Fig. 1: metal layers overlaid
(6 px per um)
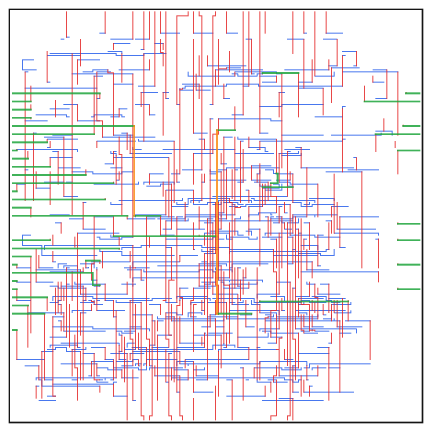
Fig. 2: floorplan with the power grid
(6 px per um) Pins as bars on the die edge. Tap cells in gray.
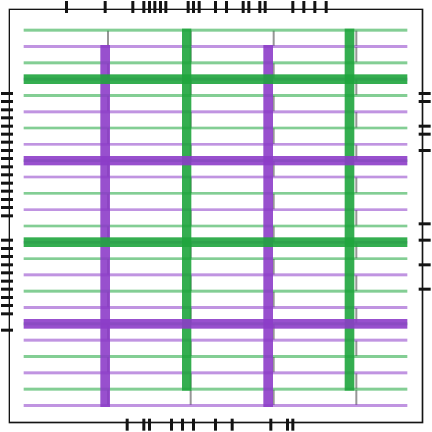
==> config.mk <==
export PLATFORM = sky130hd
export DESIGN_NAME = micro_sequencer
export DESIGN_NICKNAME = d
export VERILOG_FILES = /design/src/rtl/micro_sequencer.sv
export SDC_FILE = /design/constraint.sdc
export NUM_CORES = 1
export LEC_CHECK = 0
export CORE_MARGIN = 2
export CORE_UTILIZATION = 49
export DETAILED_ROUTE_END_ITERATION = 8
export GPL_TIMING_DRIVEN = 0
export PLACE_DENSITY = 0.88
export SKIP_CTS_REPAIR_TIMING = 1
export SYNTH_ARGS = -nofsm -noshare
export SYNTH_HDL_FRONTEND = slang
export SYNTH_SLANG_ARGS = --single-unit
==> constraint.sdc <==
create_clock -name clk -period 3.9 [get_ports clk]
set_input_delay 0.78 -clock clk [delete_from_list [all_inputs] [get_ports clk]]
set_output_delay 0.78 -clock clk [all_outputs]
set_load 0.005 [all_outputs]
==> notes.md <==
Main metrics from the flow reports.

The run finished with clean final reports. The tally of non-filler cells in the final layout came out at 311. The final core utilization is 72.0%.

In this run the most used layer during global routing was met2. The floorplan utilization is 51.2%. The setup slack after placement is 853 ps.

Yosys attributes the largest share of cell area to sky130_fd_sc_hd__dfrtp_1, sky130_fd_sc_hd__mux2_2, sky130_fd_sc_hd__nand2_1. Clock tree synthesis inserted a total of 5 buffers. The post-route standard cell area excluding fillers is 2880 sq um. The maximum clock skew at final layout is between 8 and 9 ps.

Across all stage logs, warnings added up to 27. Counting plain and timing-repair buffers in the layout gives 74. The number of different library cells in the post-synthesis netlist is about 48.

The residual overflow from global routing came out at 0. The script computed a power per unit cell area of 600 nW/um^2. The flip-flop and latch count came out at 41. Non-clock buffers make up 24.7% of the layout cell area.

Timing would allow up to between 200 and 300 MHz. The post-synthesis instance area came out at ~2000 sq um. The portion of the post-synthesis area used by sequential elements is 50.1%. The slew check shows that the tightest pin keeps a relative margin of 40.5%.

Counting instances, the worst hold path has a depth of 2. The count of instantiated cells in the yosys netlist is 187. Per the synthesis report, the dominant area consumer among library cells is sky130_fd_sc_hd__dfrtp_1. In the final report, the number of endpoints failing setup comes to 0. The required arrival time at the worst endpoint came out at 3120 ps. Traced cell by cell, the critical path runs through inv_1 -> ha_1 -> xor2_1 -> o211ai_1 -> a211oi_1 -> o2111a_1 -> buf_6 -> clkdlybuf4s50_1. The total count of hold-check failures in the final report came out at 0. The global placement routability congestion came out at 0.823. The smallest setup slack after layout is 483 ps. Clock tree buffers and inverters occupy 4.04% of the routed design's cell area. The count of inverters other than clock inverters in the layout is 5.

The initial antenna violation count came to 0. The initial DRC count came out at 135. The fraction of registers with async set or reset after synthesis is 100%. The post-place instance area came out at 2770 sq um. The count of nets left with antenna violations once routing finished came out at 0. The number of H-tree branching levels came out at 2. The worst hold slack after final layout is slightly below 500 ps.

The post-synthesis adder-cell area fraction came out at 1.83%. The part of the cycle the worst path needs is 87.6%. The number of global-route vias before repair is 1494. Per the post-synthesis report, the number of cells in the design is 187.

Per the synthesis report, the AND-OR/OR-AND share of the synthesized area is approximately an eighth. The biggest slice of the area belongs to sequential cells. The critical path maximum fanout is 10.

The relative area change from synthesis to final layout came out at 40.8%. By instance count after routing, the leading logic cell types are sky130_fd_sc_hd__clkdlybuf4s50_1, sky130_fd_sc_hd__dfrtp_1, sky130_fd_sc_hd__nand2_1. The net count of the finished layout came out at 297. The area share of the largest cell type after synthesis came out at 50.1%.

The total detailed-routing wirelength is 4350 um. The number of enable-type register cells in the synthesized netlist is 0. The dominant kind of combinational cell is simple AND/OR/NAND/NOR gates. The number of nets in the synthesized netlist came out at 224. The clock sink count came out at 41. Per the cell usage report, the commonest logic cell in the layout is sky130_fd_sc_hd__clkdlybuf4s50_1.

The area of the die is 4710 sq um. The synthesis warning total is 0. The area of the synthesized netlist per yosys stat came out at between 2000 and 2500 sq um. The number of max-slew violations in the final report came out at 0. After routing, the total negative slack on setup checks comes to 0 ps. In this run the count of I/O pins placed on the die edge is ~68. The number of inserted diodes is 0. The synthesized area divided by synthesized cell count is ~11 sq um. The global routing met3 resource utilization came out at 5.52%. The tally of buffers added on design ports came out at 66.

Per the detail_route log, the uppermost layer with routed signals is met4. The met1 track demand over resource is 27.1%. The total met2 wirelength after detailed routing is slightly above 2000 um. TritonCTS built the clock tree. The run reported a max-capacitance violation count of 0. The time the worst path needs with I/O delays and setup came out at 3420 ps. The clock passes through at most 2 buffers.

The worst setup path is of the reg -> out kind. The clock buffer instance count of the final layout is 7. The leakage component of the power was reported as 0.00126 uW.

STA classifies the critical path endpoint as an output port. For the worst-skew pair, the clock arrives at the later sink with an insertion delay of 290 ps. The root buffer selected by CTS is sky130_fd_sc_hd__clkbuf_8. The register with the most flip-flops in the layout has 16 of them. The share of synthesized area spent on multiplexers came out at 9.78%.

The element type at the critical path start is a flop. The critical path contains buffers and inverters numbering 3 combined. The type of the most critical hold path is reg -> reg. The delay of the slowest critical-path stage is 500 ps. The number of flip-flops and latches in the synthesized netlist came out at slightly above 40.

After floorplanning, the core was divided into 23 placement rows. In the synthesized netlist the dominant register cell turns out to be sky130_fd_sc_hd__dfrtp_1. The final power report lists total power as approximately 1700 uW. The DRC violations left came out at 0. The critical path runs through a total of 8 cells. Multi-input gates account for 32.8% of the area. The sequential share of cell area is 35.6%. The area share of xor/xnor cells in the synthesized design is 4.28%.
Back to the opening pictures, Fig. 1:
legend:
  met3:
    color: green
    wire_length: 300 um
  met4:
    color: orange
    wire_length: 45.6 um
  met1:
    color: blue
    wire_length: 1930 um
  met2:
    color: red
    wire_length: 2070 um
count of vias placed by the detailed router: 1663
wire length per cell: 14.0 um

Back to the opening pictures, Fig. 2:
legend:
  VSS:
    color: purple
  VDD:
    color: green
met1 rails: 24
rows: 23
tap cells: 50
DIE WIDTH: 68.6 um
worst supply voltage drop on vdd: 405 uV
DIE HEIGHT: 68.6 um
Core Footprint: 4000 sq um

## cells in the mapped netlist (4+ instances only)
cell type / n
sky130_fd_sc_hd__clkbuf_1: 4
sky130_fd_sc_hd__nand3_1: 7
sky130_fd_sc_hd__nand3b_1: 4
sky130_fd_sc_hd__a22o_1: 5
sky130_fd_sc_hd__mux2_2: 16
sky130_fd_sc_hd__inv_1: 4
sky130_fd_sc_hd__a21oi_1: 5
sky130_fd_sc_hd__nand2_1: 32
sky130_fd_sc_hd__dfrtp_1: 41
sky130_fd_sc_hd__a21o_1: 4
sky130_fd_sc_hd__xnor2_1: 7
sky130_fd_sc_hd__nor2_1: 5
## where the power goes
group / internal (uW) / switching, uW
sequential: 569 / 92.5
clock: 209 / 143
combinational: 453 / 261
total: 1230 / 497
Power and IR drop assume default switching activity.
